Fig. 1: run 1, M1 wires
Scale: 8 px per um. Supply wires on this layer in grey. Cells faint in the background.
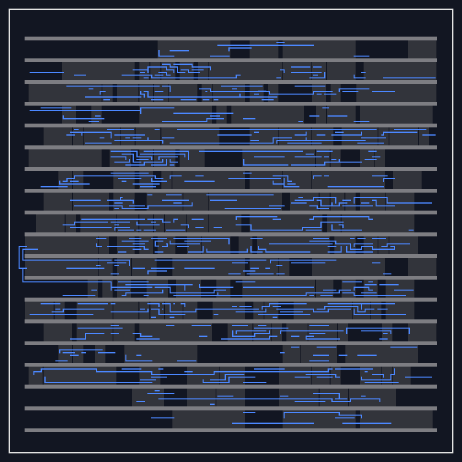
Fig. 2: run 1, met2 routing
Scale: 8 px per um.
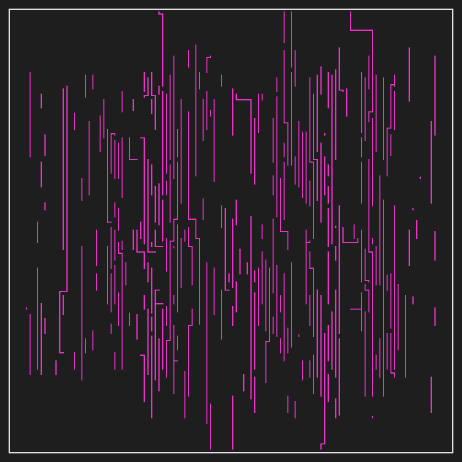
Fig. 3: run 1, metal 3
Scale: 10 px per um. Cells faint in the background.
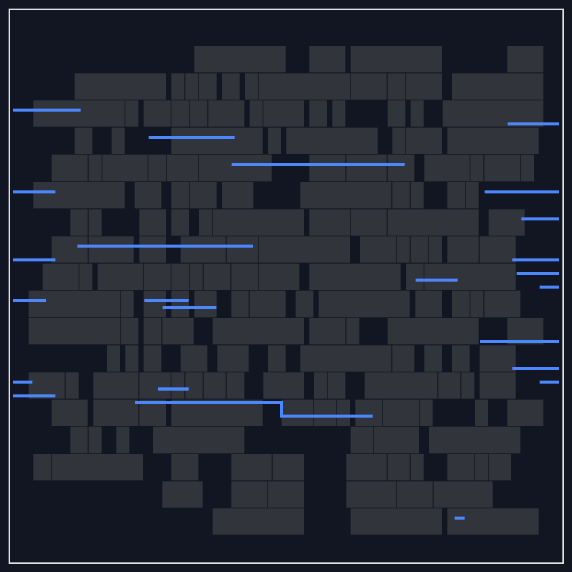
File: config.mk
export PLATFORM = sky130hd
export DESIGN_NAME = feedbackloop_comb_decim
export DESIGN_NICKNAME = d
export VERILOG_FILES = /design/src/rtl/feedbackloop_comb_decim.sv
export SDC_FILE = /design/constraint.sdc
export NUM_CORES = 1
export LEC_CHECK = 0
export CAP_MARGIN = 25
export CORE_MARGIN = 1.5
export CORE_UTILIZATION = 58
export CTS_CLUSTER_DIAMETER = 100
export DETAILED_ROUTE_END_ITERATION = 10
export PLACE_DENSITY = 0.86
export SYNTH_ARGS = -nofsm -noshare
export SYNTH_HDL_FRONTEND = slang
export SYNTH_SLANG_ARGS = --single-unit
export TNS_END_PERCENT = 50
File: constraint.sdc
create_clock -name system1000 -period 3.8 [get_ports system1000]
set_input_delay 0.38 -clock system1000 [delete_from_list [all_inputs] [get_ports system1000]]
set_output_delay 0.38 -clock system1000 [all_outputs]
set_load 0.03 [all_outputs]
File: src/rtl/feedbackloop_comb_decim.sv
// Decimating comb stage behind the running-sum accumulator: it keeps every RATIO-th sample and
// emits the wrapped difference from the previous kept sample through a 2-entry valid/ready buffer.
// Optional macro FEEDBACKLOOP_COMB_SCALE_EN divides each difference by RATIO (RATIO must be a power of two).
module feedbackloop_comb_decim #(
    parameter int WIDTH = 8,
    parameter int RATIO = 4
) (
    input  logic             system1000,
    input  logic             system1000_rst,
    input  logic [WIDTH-1:0] acc_i,
    input  logic             acc_valid_i,
    output logic [WIDTH-1:0] out_data_o,
    output logic             out_valid_o,
    input  logic             out_ready_i,
    output logic             overrun_o
);

    localparam int PW = $clog2(RATIO);
    localparam logic [PW-1:0] LAST_PHASE = PW'(RATIO - 1);

    logic [PW-1:0]    phase_q;
    logic [WIDTH-1:0] prev_q;
    logic [WIDTH-1:0] head_q;
    logic [WIDTH-1:0] tail_q;
    logic [1:0]       count_q;
    logic             overrun_q;
    logic             capture;
    logic             pop;
    logic [WIDTH-1:0] diff;
    logic [WIDTH-1:0] push_data;

    assign capture = acc_valid_i && (phase_q == LAST_PHASE);
    assign pop     = (count_q != 2'd0) && out_ready_i;
    // Wrapping subtraction cancels the integrator's own wrap whenever the true step fits in WIDTH.
    assign diff    = acc_i - prev_q;

`ifdef FEEDBACKLOOP_COMB_SCALE_EN
    if ((1 << PW) != RATIO) begin : g_ratio_check
        $error("feedbackloop_comb_decim: RATIO must be a power of two when scaling is enabled");
    end
    assign push_data = $signed(diff) >>> PW;
`else
    assign push_data = diff;
`endif

    assign out_valid_o = (count_q != 2'd0);
    assign out_data_o  = head_q;
    assign overrun_o   = overrun_q;

    always_ff @(posedge system1000 or posedge system1000_rst) begin
        if (system1000_rst) begin
            phase_q   <= '0;
            prev_q    <= '0;
            head_q    <= '0;
            tail_q    <= '0;
            count_q   <= 2'd0;
            overrun_q <= 1'b0;
        end else begin
            if (acc_valid_i) begin
                phase_q <= capture ? '0 : phase_q + 1'b1;
            end
            if (capture) begin
                prev_q <= acc_i;
            end
            // The head register doubles as the output, so it only moves on a real push or pop.
            case (count_q)
                2'd0: begin
                    if (capture) begin
                        head_q  <= push_data;
                        count_q <= 2'd1;
                    end
                end
                2'd1: begin
                    if (capture && pop) begin
                        head_q <= push_data;
                    end else if (capture) begin
                        tail_q  <= push_data;
                        count_q <= 2'd2;
                    end else if (pop) begin
                        count_q <= 2'd0;
                    end
                end
                default: begin
                    if (pop) begin
                        head_q <= tail_q;
                        if (capture) begin
                            tail_q <= push_data;
                        end else begin
                            count_q <= 2'd1;
                        end
                    end else if (capture) begin
                        overrun_q <= 1'b1;
                    end
                end
            endcase
        end
    end

endmodule

==> notes.md, run 1 <==
The synthesis and PnR run went through. The flow ran to the end, and the final reports show no timing, DRC or antenna violations. Counting every instance in the synthesized netlist gives 157. Tapcell count landed at 30. After Yosys synthesis, full adders, half adders and majority gates account for 7.59% of the synthesized area.

The required time at the worst endpoint is listed as 3.42 ns. Sequential standard cell area landed at 726 um^2. Power spent charging and discharging nets landed at 598 uW.

The post-route report lists met1 wire length as 1.36 mm. Post-route minimum period landed at 2.47 ns. Synthesized area landed at 0.00158 mm^2. Setup repair after global routing left no endpoint under its margin.

Share of final-layout standard cells stronger than drive strength 1 landed at 10.0%. The filler cells instantiated in the layout total 169. After layout, the worst setup slack is 1.33 ns. Register area share after synthesis landed at 45.8%.

Buffers outside the clock tree occupy 12.7% of the routed design's cell area. H-tree depth landed at 2. Power attributed to combinational cells landed at 755 uW. Count of placed standard cells in the final layout, fillers left out landed at 210. Arrival time of the worst setup path landed at 2.09 ns.

Leakage component of the power landed at 0.000876 uW. By instance count, the leading cell after synthesis is dfrtp_1. Reg2reg setup slack landed at 1.60 ns. In this run the full chip footprint comes out at 0.00305 mm^2.

Pins over their slew limit in the final report were tallied at 0. In the power breakdown, the internal column shows 858 uW. Per-instance average area after synthesis landed at 10.1 um^2. Summing all multi-input logic gate instances after layout gives 773 um^2. TritonCTS built the clock tree.

Per the GRT log, the top usage layer is met2. Per the placement report, the placed cell count is 203. After layout, the clock buffer instance count stands at 7. Setup slack at placement landed at 1.16 ns. Number of antenna violations at the first check in global routing landed at 0. Normalized max-slew margin landed at 51.5%. Total negative slack landed at 0 ns.

Maximum number of pins on one net before global-route repair landed at 20. Multi-input combinational gate total landed at 109. Areal power density over the cells landed at 775 mW/mm^2. Worst-case clock skew landed at 0.00507 ns.

Summed over all routing layers, the global router reports a total usage of 22.2%. Clock edge transition at the registers on the reported setup and hold paths landed at 0.09 ns. The report lists the number of cells resized after CTS as 0. Worst reg-to-reg path cell count landed at 8. OpenROAD emitted warnings numbering 26.

In the post-synthesis netlist, the biggest area contributors are dfrtp_1 (46%), ha_1 (6.3%), mux2_2 (5.7%), nand2_1 (4.7%), o21ai_0 (4.4%). Per the timing report, the most critical flop-to-flop path originates at prev_q[0]. TritonCTS created 5 clock buffers. By area, multi-input combinational cells come first. For reference, the critical path is launched at count_q[1]. When the netlist entered floorplanning its net count stood at 178. Number of enable-type register cells in the synthesized netlist landed at 0. As reported, the later end of the worst-skew pair has a clock insertion delay of 0.32 ns.

The dominant power group in this design is combinational cells. For this block, the initial DRC count from the detailed router was 19. Area of the core landed at 0.00252 mm^2. The report puts the hold buffer count at CTS at 0. The number of clock sinks came to 29. The commonest register cell is dfrtp_1. Register share of the cell area landed at 38.6%. At the end of routability-driven placement, the weighted congestion stood at 0.858. Summed over all layers, the global routing overflow is 0. The floorplan step set the die height to 55.2 um. Proportion of total power due to net switching landed at 41.1%. In the finished design, the share of the clock period the worst path needs comes to 65.0%. In this run the tool buffered the top-level ports with 21 buffer cells. In this run, the synthesized area fraction spent on xor and xnor cells is recorded as 4.43%.

The first global-routing pass estimated 5.23 mm of wire. Post-synthesis cell count from yosys landed at 157. Final design instance area without fill landed at 0.00188 mm^2.
## Picture notes: Fig. 1
The wires run mostly horizontal. The layer holds 44% of the routed length.
met1 usage in global routing: 24.5%
routed wire length: 3.13 mm
total vias in the final route: 1183

## Picture notes: Fig. 2
173 nets have wire on it. The wires run mostly vertical. The layer carries 1580 um of wire.
Global Route met2 Usage: 36.2%

## Picture notes: Fig. 3
20 nets have wire on it. The longest straight run is 17.2 um. The layer holds 4.7% of the routed length. The layer carries 146 um of wire. The wires run mostly horizontal.
met3 routing resource usage after global routing: 9.60%

Fig. 4: run 1, clock network drawn from the DEF
Scale: 4 px per um.
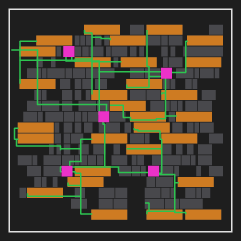

==> run 1 -> run 2 <==
--- a/config.mk
+++ b/config.mk
@@ -7,10 +7,10 @@
 export LEC_CHECK = 0
 export CAP_MARGIN = 25
 export CORE_MARGIN = 1.5
-export CORE_UTILIZATION = 58
+export CORE_UTILIZATION = 54
 export CTS_CLUSTER_DIAMETER = 100
 export DETAILED_ROUTE_END_ITERATION = 10
-export PLACE_DENSITY = 0.86
+export PLACE_DENSITY = 0.81
 export SYNTH_ARGS = -nofsm -noshare
 export SYNTH_HDL_FRONTEND = slang
 export SYNTH_SLANG_ARGS = --single-unit
==> constraint.sdc (replaced) <==
create_clock -name system1000 -period 2.4 [get_ports system1000]
set_input_delay 0.24 -clock system1000 [delete_from_list [all_inputs] [get_ports system1000]]
set_output_delay 0.24 -clock system1000 [all_outputs]
set_load 0.03 [all_outputs]
Fig. 5: run 2, clock network drawn from the DEF
Scale: 4 px per um.
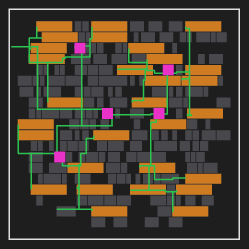
clock wires: in green, length 350 um. clock-net drivers: in magenta, count 5. flip-flops: in orange, count 29.
There are 6 routed clock nets.
clock group share of total power: 14.2%
worst-case clock skew: 0.00701 ns

==> notes.md, run 2 <==
The synthesis and PnR run went through. Final design instance area without fill landed at 0.00191 mm^2. In this run, post-CTS hold repair placed 0 buffers. Before any placement, the netlist area is recorded as 0.00158 mm^2.

Sequential standard cell area landed at 726 um^2. For this run, combinational gates with multiple inputs come to 109. After its last routability iteration, the placer logged a weighted congestion of 0.783. Total wirelength of the detailed-routed design landed at 3.13 mm. Per the GRT log, the top usage layer is met2. Clock network latency to the later pin of the worst-skew pair landed at 0.32 ns. Setup total negative slack on the finished layout was measured at 0 ns. Entering global routing, the biggest net connects 30 pins. The power report lists cell-internal power as 1410 uW.

For this run, global-route usage on met1 was measured as 27.5%. Wire length of the first global-routing pass landed at 5.55 mm. Quantity of gates resized following cts landed at 0.

By area, the class that comes first in the final layout consists of multi-input combinational cells. The worst register-to-register path has a depth of 8. Data on the critical path is required at its endpoint by 2.62 ns. Net count after synthesis landed at 178. Setup slack at placement landed at 0.00180 ns. The timing report gives the clock slew at the launch and capture registers of the worst setup and hold paths as 0.09 ns. Total CTS buffers landed at 5.

Setup slack after layout landed at 0.320 ns. In the finished layout, the clock tree contains a buffer count of 7. Count of placed standard cells in the final layout, fillers left out landed at 217. The fraction of cell area in sequential cells is reported as 38.0%. The launch point of the critical path was reported as acc_i[0].

For this design, the sink count on the clock tree is 29. The most used flip-flop cell after synthesis is dfrtp_1. Total via count in the routed design landed at 1233. The logs give a warning total of 26. Detailed-route iteration 0 reported a violation count of 51. Register area share after synthesis landed at 45.8%.

The smallest clock period supported by the final layout is computed as 2.08 ns. After synthesis, the cell types taking the most area are dfrtp_1 (46%), ha_1 (6.3%), mux2_2 (5.7%), nand2_1 (4.7%), o21ai_0 (4.4%). Synthesized-area fraction occupied by xor and xnor cells landed at 4.43%. The library cell used most frequently in the layout, excluding fill and tap cells, is dfrtp_1. Arithmetic-cell share of the synthesized area counting full adders, half adders and majority gates landed at 7.59%.

TritonCTS built the clock tree. On the critical path the data arrives at 2.30 ns. Power attributed to combinational cells landed at 1230 uW. In this run the register-to-register setup slack is 0.35 ns.

The launch point of the worst register-to-register path is recorded as prev_q[0]. Total track usage landed at 22.1%. Areal power density over the cells landed at 1240 mW/mm^2. Number of enable-type register cells in the synthesized netlist landed at 0.

The flow ran to the end, and the final reports show no timing, DRC or antenna violations. Looking at the group totals, the largest power group turns out to be combinational cells. Global routing finished with a remaining overflow of 0. Number of antenna violations at the first check in global routing landed at 0. The analysis attributes to net switching a power of 948 uW. Area of the core landed at 0.00276 mm^2. Leakage component of the power landed at 0.000903 uW. Met3 track utilization from global routing landed at 4.99%. Per-instance average area after synthesis landed at 10.1 um^2. Non-clock buffer contribution to total cell area landed at 13.4%. Post-synthesis cell count from yosys landed at 157.

According to the timing report, the critical path is captured at tail_q[6]. During placement, the flow inserted port buffers numbering 21. In this run the clock root is driven by a clkbuf_4. Tapcell count landed at 31. Global routing used 36.8% of the available met2 tracks. Floorplan die area landed at 0.00326 mm^2. Final-report max-slew violation count landed at 0. The layout report lists the multi-input gate area as 773 um^2. Measured along the y axis, the die boundary spans 57.1 um.

Cell count after placement landed at 209. Switching power as a fraction of the total was reported as 40.1%. Synthesis handed over a netlist of 157 instances. The post-route netlist has 13.4% of its cells at a drive strength greater than 1.

Of all nets on the critical path, the largest fanout is 2. Checking max transition, the worst relative margin is 66.9%. In the post-synthesis netlist, the cell with the most instances is dfrtp_1. Once placement finished, the instance area stood at 0.00184 mm^2.
Fig. 6: run 2, routing congestion
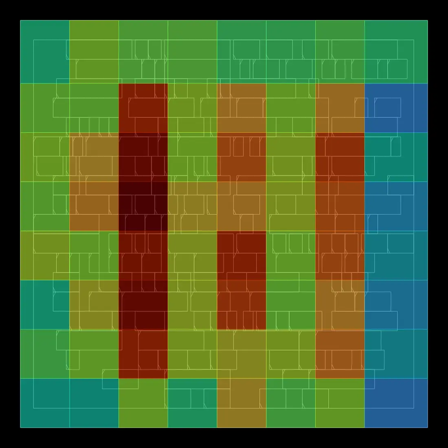

==> run 2 -> run 3 <==
==> constraint.sdc (replaced) <==
create_clock -name system1000 -period 2.4 [get_ports system1000]
set_input_delay 0.24 -clock system1000 [delete_from_list [all_inputs] [get_ports system1000]]
set_output_delay 0.24 -clock system1000 [all_outputs]
set_load 0.005 [all_outputs]
Fig. 7: run 3, routing congestion
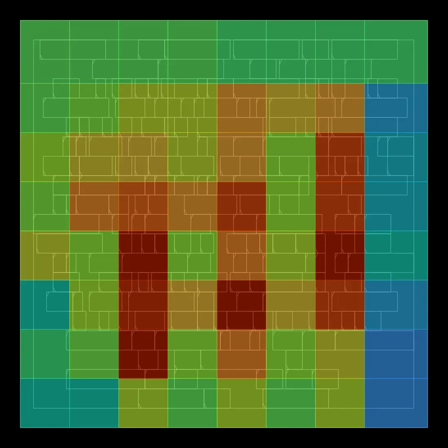
wire per inst: 14.4 um
met1 usage in global routing: 26.5%
met3 routing resource usage after global routing: 5.22%
Global Route met2 Usage: 34.3%
GRT Resource Usage Total: 21.4%

==> notes.md, run 3 <==
The synthesis and PnR run went through. The run finished with clean final reports. Cell internal power was estimated by the tool at 1560 uW. Count of placed standard cells in the final layout, fillers left out landed at 217. By area, the class that comes first in the final layout consists of multi-input combinational cells. Number of enable-type register cells in the synthesized netlist landed at 0.

Synthesized-area fraction occupied by xor and xnor cells landed at 4.43%. Of all power groups, the one with the highest power is combinational cells. Per the OpenROAD floorplan log, the area of the core is 0.00276 mm^2. TritonCTS built the clock tree. The die is 57.1 um tall. In the final layout, the fill cell count is 216. The layout report lists the non-clock buffer share of cell area as 13.1%. After global routing, the most crowded layer is met2. A synthesized cell averages 10.1 um^2. Arithmetic-cell share of the synthesized area counting full adders, half adders and majority gates landed at 7.59%. Sequential standard cell area landed at 726 um^2. STA lists the startpoint of the worst register-to-register path as prev_q[0].

Reg2reg setup slack landed at 0.36 ns. Share of final-layout standard cells stronger than drive strength 1 landed at 13.4%. Setup repair after global routing left no endpoint under its margin. Worst reg-to-reg path cell count landed at 8. Counting tap cells, the placed design contains a total of 209 instances.

The clock arrives with 0.0103 ns of skew. Largest fanout on the critical path landed at 2. In this run switching power makes up 34.4% of total power. Tool warning count landed at 26. Multi-input combinational gate total landed at 109.

The flow inserted 31 tap cells. Entering global routing, the biggest net connects 30 pins. Yosys attributes the largest share of cell area to dfrtp_1 (46%), ha_1 (6.3%), mux2_2 (5.7%), nand2_1 (4.7%), o21ai_0 (4.4%).

Multi-input gate area in the final layout landed at 773 um^2. Number of sinks driven by the clock tree landed at 29. The fraction of cell area in sequential cells is reported as 37.3%. Length of routed wiring on met1 landed at 1.35 mm. The flow reports that the clock network draws 20.9% of the design power.

The later pin in the worst-skew pair is clocked with a latency of 0.32 ns. Power attributed to combinational cells landed at 1090 uW. Tracing the worst setup path back leads to its startpoint at acc_i[0]. Following the worst setup path forward leads to its endpoint at tail_q[6]. Hold repair after CTS inserted 0 buffers. Areal power density over the cells landed at 1230 mW/mm^2.

In this run the clock root is driven by a clkbuf_4. dfrtp_1 is the most common cell in the netlist. After layout, the minimum clock period comes to 2.05 ns. Global routing finished with a remaining overflow of 0. Critical path required time landed at 2.61 ns. Number of antenna violations at the first check in global routing landed at 0.

Checking max transition, the worst relative margin is 67.2%. The overall die size recorded for this design is 0.00326 mm^2.
Power figures rest on the tool's default switching activity, not on a simulated workload.
